met1.png
Supply wires on this layer in gray.
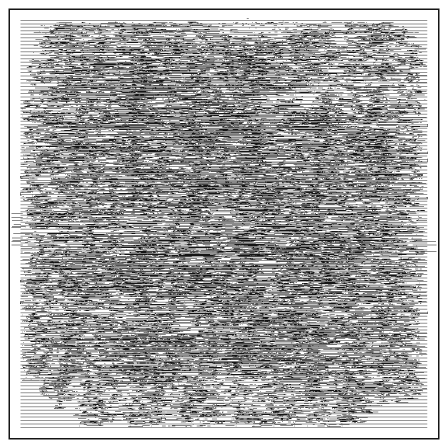
met2.png
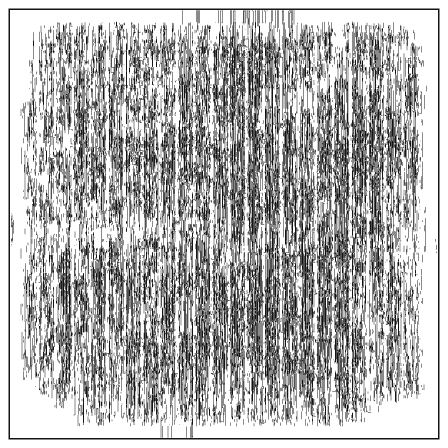
met3.png
Scale bar: 100 um. Cells faint in the background.
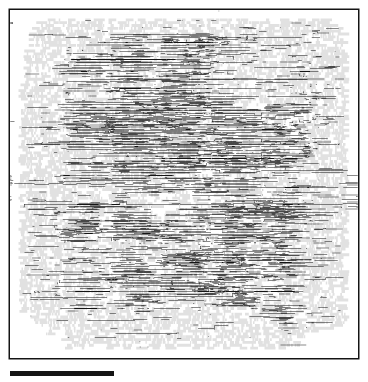
met4.png
Supply wires on this layer in gray. Cells faint in the background.
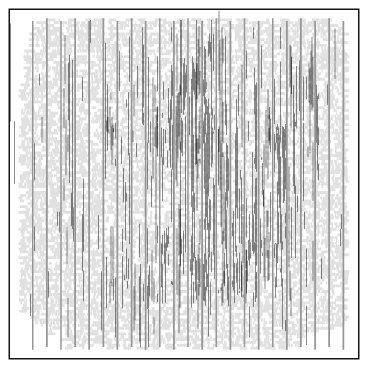
final_clocks.png
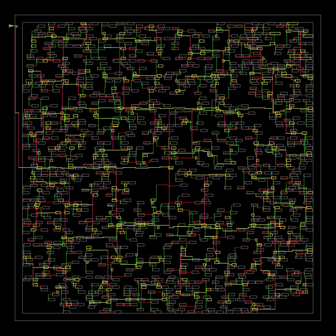
**src/rtl/rv_decode_pkg.sv**
```systemverilog
// Shared decode definitions: one-hot type/format bit maps, the type-to-format
// class table and the profiler readout indices.
package rv_decode_pkg;

   localparam int unsigned NUM_TYPES = 23;
   localparam int unsigned NUM_FMTS  = 5;
   localparam int unsigned NUM_CNT   = 30;

   // Type bit indices in instruction_type
   localparam int unsigned TYPE_JAL   = 22;
   localparam int unsigned TYPE_JALR  = 21;
   localparam int unsigned TYPE_BEQ   = 20;
   localparam int unsigned TYPE_BNE   = 19;
   localparam int unsigned TYPE_LW    = 18;
   localparam int unsigned TYPE_SW    = 17;
   localparam int unsigned TYPE_ADDI  = 16;
   localparam int unsigned TYPE_SLTI  = 15;
   localparam int unsigned TYPE_SLTIU = 14;
   localparam int unsigned TYPE_XORI  = 13;
   localparam int unsigned TYPE_ORI   = 12;
   localparam int unsigned TYPE_ANDI  = 11;
   localparam int unsigned TYPE_SLLI  = 10;
   localparam int unsigned TYPE_SRLI  = 9;
   localparam int unsigned TYPE_ADD   = 8;
   localparam int unsigned TYPE_SUB   = 7;
   localparam int unsigned TYPE_SLL   = 6;
   localparam int unsigned TYPE_SLT   = 5;
   localparam int unsigned TYPE_SLTU  = 4;
   localparam int unsigned TYPE_XOR   = 3;
   localparam int unsigned TYPE_SRL   = 2;
   localparam int unsigned TYPE_OR    = 1;
   localparam int unsigned TYPE_AND   = 0;

   // Format bit indices in instruction_format
   localparam int unsigned FMT_J = 0;
   localparam int unsigned FMT_B = 1;
   localparam int unsigned FMT_S = 2;
   localparam int unsigned FMT_I = 3;
   localparam int unsigned FMT_R = 4;

   // Format class (bit index) of each type bit; element 22 listed first
   localparam logic [NUM_TYPES-1:0][2:0] TYPE_FMT_LUT = {
      3'(FMT_J),                                               // 22 jal
      3'(FMT_I),                                               // 21 jalr
      3'(FMT_B), 3'(FMT_B),                                    // 20..19 beq, bne
      3'(FMT_I),                                               // 18 lw
      3'(FMT_S),                                               // 17 sw
      3'(FMT_I), 3'(FMT_I), 3'(FMT_I), 3'(FMT_I),              // 16..13
      3'(FMT_I), 3'(FMT_I), 3'(FMT_I), 3'(FMT_I),              // 12..9
      3'(FMT_R), 3'(FMT_R), 3'(FMT_R), 3'(FMT_R), 3'(FMT_R),   // 8..4
      3'(FMT_R), 3'(FMT_R), 3'(FMT_R), 3'(FMT_R)               // 3..0
   };

   // Readout indices: 0..22 are the type counters
   localparam int unsigned SEL_FMT_BASE = 23;
   localparam int unsigned SEL_TOTAL    = 28;
   localparam int unsigned SEL_ERR      = 29;

   function automatic logic [NUM_FMTS-1:0] fmt_onehot(input logic [2:0] fmt_idx);
      return NUM_FMTS'(1) << fmt_idx;
   endfunction

endpackage

```
**src/rtl/sat_counter.sv**
```systemverilog
// Unsigned counter that holds at all-ones; clear beats increment.
module sat_counter #(
   parameter int unsigned CNT_W = 32
) (
   input  logic             clk,
   input  logic             rst,
   input  logic             inc,
   input  logic             clr,
   output logic [CNT_W-1:0] q
);

   logic [CNT_W-1:0] cnt_q, cnt_d;

   // Next count: clear, saturating increment, or hold
   always_comb begin
      cnt_d = cnt_q;
      if (clr) begin
         cnt_d = '0;
      end else if (inc && (cnt_q != '1)) begin
         cnt_d = cnt_q + CNT_W'(1);
      end
   end

   // Count register
   always_ff @(posedge clk) begin
      if (rst) begin
         cnt_q <= '0;
      end else begin
         cnt_q <= cnt_d;
      end
   end

   assign q = cnt_q;

endmodule

```
**src/rtl/instr_mix_profiler.sv**
```systemverilog
// Instruction-mix profiler: registers each decoded sample, classifies it as
// bubble/legal/error and bumps per-type, per-format, total and error counters.
// Counters are read through a registered one-cycle-latency port.
module instr_mix_profiler
   import rv_decode_pkg::*;
#(
   parameter int unsigned CNT_W = 32
) (
   input  logic             clk,
   input  logic             rst,
   input  logic             in_valid,
   input  logic [22:0]      instruction_type,
   input  logic [4:0]       instruction_format,
   input  logic             clear,
   input  logic             rd_en,
   input  logic [4:0]       rd_sel,
   output logic             rd_valid,
   output logic [CNT_W-1:0] rd_data,
   output logic             rd_err
);

   // Stage 1 sample registers
   logic                 s1_valid_q, s1_valid_d;
   logic [NUM_TYPES-1:0] s1_type_q, s1_type_d;
   logic [NUM_FMTS-1:0]  s1_fmt_q, s1_fmt_d;

   // Read port registers
   logic             rd_valid_q, rd_valid_d;
   logic [CNT_W-1:0] rd_data_q, rd_data_d;
   logic             rd_err_q, rd_err_d;

   logic [NUM_FMTS-1:0]               exp_fmt;
   logic                              is_bubble, is_legal, is_err;
   logic [NUM_CNT-1:0]                inc_vec;
   logic [NUM_CNT-1:0][CNT_W-1:0]     cnt;
   logic [CNT_W-1:0]                  sel_val;

   // Stage 1 next state; clear drops the sample being captured
   always_comb begin
      s1_valid_d = in_valid & ~clear;
      s1_type_d  = instruction_type;
      s1_fmt_d   = instruction_format;
   end

   // Stage 2 classification and per-counter increment strobes
   always_comb begin
      exp_fmt = '0;
      for (int unsigned i = 0; i < NUM_TYPES; i++) begin
         if (s1_type_q[i]) begin
            exp_fmt = exp_fmt | fmt_onehot(TYPE_FMT_LUT[i]);
         end
      end
      is_bubble = (s1_type_q == '0) && (s1_fmt_q == '0);
      // exp_fmt is only meaningful when the type is one-hot, which is checked too
      is_legal  = s1_valid_q && $onehot(s1_type_q) && $onehot(s1_fmt_q) &&
                  (s1_fmt_q == exp_fmt);
      is_err    = s1_valid_q && !is_bubble && !is_legal;

      inc_vec                                      = '0;
      inc_vec[NUM_TYPES-1:0]                       = s1_type_q & {NUM_TYPES{is_legal}};
      inc_vec[SEL_FMT_BASE +: NUM_FMTS]            = s1_fmt_q & {NUM_FMTS{is_legal}};
      inc_vec[SEL_TOTAL]                           = is_legal;
      inc_vec[SEL_ERR]                             = is_err;
   end

   for (genvar g = 0; g < NUM_CNT; g++) begin : g_cnt
      sat_counter #(
         .CNT_W (CNT_W)
      ) u_cnt (
         .clk (clk),
         .rst (rst),
         .inc (inc_vec[g]),
         .clr (clear),
         .q   (cnt[g])
      );
   end

   // Read mux and next read-port state; rd_data holds when idle
   always_comb begin
      sel_val = '0;
      for (int unsigned i = 0; i < NUM_CNT; i++) begin
         if (rd_sel == 5'(i)) begin
            sel_val = cnt[i];
         end
      end
      rd_valid_d = rd_en;
      rd_err_d   = rd_en && (rd_sel > 5'(SEL_ERR));
      rd_data_d  = rd_en ? sel_val : rd_data_q;
   end

   // All pipeline and read-port state
   always_ff @(posedge clk) begin
      if (rst) begin
         s1_valid_q <= 1'b0;
         s1_type_q  <= '0;
         s1_fmt_q   <= '0;
         rd_valid_q <= 1'b0;
         rd_data_q  <= '0;
         rd_err_q   <= 1'b0;
      end else begin
         s1_valid_q <= s1_valid_d;
         s1_type_q  <= s1_type_d;
         s1_fmt_q   <= s1_fmt_d;
         rd_valid_q <= rd_valid_d;
         rd_data_q  <= rd_data_d;
         rd_err_q   <= rd_err_d;
      end
   end

   assign rd_valid = rd_valid_q;
   assign rd_data  = rd_data_q;
   assign rd_err   = rd_err_q;

endmodule

```
**config.mk**
```make
export PLATFORM = sky130hd
export DESIGN_NAME = instr_mix_profiler
export DESIGN_NICKNAME = d
export VERILOG_FILES = /design/src/rtl/rv_decode_pkg.sv /design/src/rtl/sat_counter.sv /design/src/rtl/instr_mix_profiler.sv
export SDC_FILE = /design/constraint.sdc
export NUM_CORES = 2
export LEC_CHECK = 0
export ABC_AREA = 0
export ABC_CLOCK_PERIOD_IN_PS = 15400
export CORE_MARGIN = 8
export CORE_UTILIZATION = 55
export CTS_BUF_LIST = sky130_fd_sc_hd__clkbuf_4 sky130_fd_sc_hd__clkbuf_8
export CTS_CLUSTER_DIAMETER = 200
export DETAILED_ROUTE_END_ITERATION = 10
export MAX_ROUTING_LAYER = met4
export PLACE_DENSITY_LB_ADDON = 0.12
export SETUP_SLACK_MARGIN = 0.15
export SLEW_MARGIN = 15
export SYNTH_ARGS = -nofsm -noshare
export SYNTH_HDL_FRONTEND = slang
export SYNTH_SLANG_ARGS = --single-unit
```
**constraint.sdc**
```tcl
create_clock -name clk -period 15.4 [get_ports clk]
set_clock_uncertainty 0.05 [all_clocks]
set_input_delay 3.08 -clock clk [delete_from_list [all_inputs] [get_ports clk]]
set_output_delay 3.08 -clock clk [all_outputs]
set_load 0.05 [all_outputs]
```
==> out/qor.log <==
INFO  synth          avgSynthCellArea=7.94um^2
INFO  drt            wirelength=233000um
INFO  grt            globalRoute.busiestLayer=met2
INFO  worst_setup_path crit-reg2reg-launch=s1_type_q[9]
INFO  timing         final_critical_path_required_period=8.26ns
INFO  clocking       cts-resized-gates=0
INFO  worst_setup_path path_cells=fa_1 -> fa_1 -> fa_1 -> fa_1 -> inv_1 -> fa_1 -> fa_1 -> inv_1 -> fa_1 -> nand3b_1 -> o22a_1 -> nor2_4 -> buf_4 -> and2_1 -> nand4_1 -> or4_1 -> a21oi_1
INFO  grt            grt_usage=40.9%
INFO  grt            grt_remaining_overflow=0
INFO  clocking       path_clk_slew=0.06ns
INFO  worst_setup_path timing.critical_path.max_delay_family=adder cells
INFO  job            log.warning_count=39
INFO  drt            wirelength_met1=91600um
INFO  worst_setup_path reg2reg_slack=7.14ns
INFO  power          worst_case_vdd_ir_drop=0.105mV
INFO  synth          numSynthFlops=1023
INFO  synth          number_of_synthesized_flops_with_an_enable_pin=0
INFO  layout         commonest_cells_after_routing_fill_and_taps_aside=sky130_fd_sc_hd__dfxtp_1, sky130_fd_sc_hd__nor2_1, sky130_fd_sc_hd__nand2_1
INFO  worst_setup_path crit_path_end_kind=register
INFO  drt            route.detailed.drc=0
INFO  layout         lay_top_count=sky130_fd_sc_hd__dfxtp_1
INFO  timing         final_hold_viol_count=0
INFO  drt            post_drt_via_cell_ratio=6.72
INFO  worst_setup_path critical_path.reg2reg.endpoint=g_cnt[27].u_cnt.q[17]
INFO  drt            route.detailed.wl_per_inst=27.4um
INFO  grt            grt_use_met2=55.9%
INFO  synth          top_cell=sky130_fd_sc_hd__nor2_1
INFO  synth          top_cells_by_count=sky130_fd_sc_hd__nor2_1, sky130_fd_sc_hd__dfxtp_1, sky130_fd_sc_hd__nand2_1
INFO  status         run_status=finished clean
INFO  worst_setup_path path_depth=17
INFO  power          power_switching_share=28.0%
INFO  power          power.clock.fraction=46.0%
INFO  power          comb_power_share=10.0%
INFO  layout         fillerInstances=9283
INFO  place          numPortBuffers=71
INFO  synth          ys_async_sr_fraction=0%
INFO  synth          synthesis.nets=7127
INFO  layout         layout_cell_share_with_drive_strength_beyond_1=7.56%
INFO  floorplan      site_rows=117
INFO  drt            starting_drc_count_in_detailed_routing=8810
INFO  timing         final-setup-viol-count=0
INFO  timing         max_freq=0.121GHz
INFO  worst_setup_path setup.worst_path.start_class=register
INFO  timing         slew_violations=0
INFO  min_path       timing.hold.worst.class=register to register
INFO  power          power_switching=1.70mW
INFO  timing         tns=0ns
INFO  min_path       holdPathEnd=g_cnt[5].u_cnt.q[26]
INFO  clocking       htree_num_levels=4
INFO  min_path       worstHoldPathCells=2
INFO  synth          synthesis_area_per_yosys=0.0558mm^2
INFO  timing         final_min_period_over_clock_period=53.7%
INFO  drt            detailroute.via_count=57100
INFO  grt            first_global_vias=50500
INFO  clocking       ctsRootBufferMaster=sky130_fd_sc_hd__clkbuf_8
INFO  drt            wl_met3=32400um
INFO  grt            grt_max_degree=216
INFO  synth          ys_cells=7032
INFO  power          finalPower=6.09mW
INFO  worst_setup_path timing_worst_setup_path_type=register to register
INFO  layout         total_area_of_multi_input_combinational_cells=0.0333mm^2
INFO  synth          dominantRegCellSynth=sky130_fd_sc_hd__dfxtp_1
About met1.png:
nets with wire on the layer: 6730
longest straight run: 70.4 um
wire length on this layer: 91.6 mm
main direction: horizontal

About met2.png:
wire length on this layer: 93.7 mm
main direction: vertical

About met3.png:
nets with wire on the layer: 1137
share of all routed wire: 14%
wire length on this layer: 32.4 mm

About met4.png:
nets with wire on the layer: 276
longest straight run: 163 um
main direction: vertical

About final_clocks.png:
CTS Buf Count: 181
# clock sinks: 1023
source-to-sink clock delay at the later pin of the worst-skew pair: 0.91 ns

[flip-flops by register name (all words and copies together), names as in the netlist]
signal         cells
s1_valid_q         1
rd_err             1
rd_valid           1
s1_fmt_q           5
s1_type_q         23
g_cnt.u_cnt.q    960
rd_data           32
[power groups by stage]
stage / Combinational [mW] / Clock [mW] / Sequential (mW)
after floorplan: 0.284 / 0 / 2.75
after detailed placement: 0.567 / 0 / 2.74
after global routing: 0.608 / 2.94 / 2.68
final: 0.606 / 2.80 / 2.68
after global placement: 0.567 / 0 / 2.74
after CTS: 0.571 / 2.81 / 2.68
[per-stage QoR]
step | worst slack, ns | instances | utilization (%) | cell area, um^2
floorplan | 9.63 | 7032 | - | 55800
global placement | 7.01 | 8154 | 56.8 | 57400
detailed placement | 7.51 | 8156 | 56.8 | 57400
CTS | 7.52 | 8474 | 60.7 | 61400
global route | 7.08 | 8492 | 60.8 | 61500
finish | 7.14 | 8493 | 60.8 | 61500
[kinds of logic (layout without fill, tap and decap cells)]
| kind of cell | count (synthesis) | after routing | synth area share (%) |
|---|---|---|---|
| adder cells (fa/ha/maj) | 57 | 57 | 1.52 |
| flip-flops | 1023 | 1023 | 36.7 |
| XOR/XNOR | 708 | 708 | 11.1 |
| AND-OR/OR-AND | 1158 | 1158 | 13.3 |
| other | 0 | 18 | 0 |
| multiplexers | 118 | 118 | 2.43 |
| AND/OR/NAND/NOR | 3417 | 3417 | 31.0 |
| buffers and inverters | 551 | 626 | 3.91 |
[area by class of cell]
type                            instances  share of cell area [%]
Clock inverter                         48                   0.810
Antenna cell                           18                  0.0733
Inverter                              142                   0.867
Tap cell                             1368                    2.78
Multi-Input combinational cell       5458                    54.2
Timing Repair Buffer                  166                    2.37
Clock buffer                          270                    5.63
Sequential cell                      1023                    33.3
Power figures rest on the tool's default switching activity, not on a simulated workload.
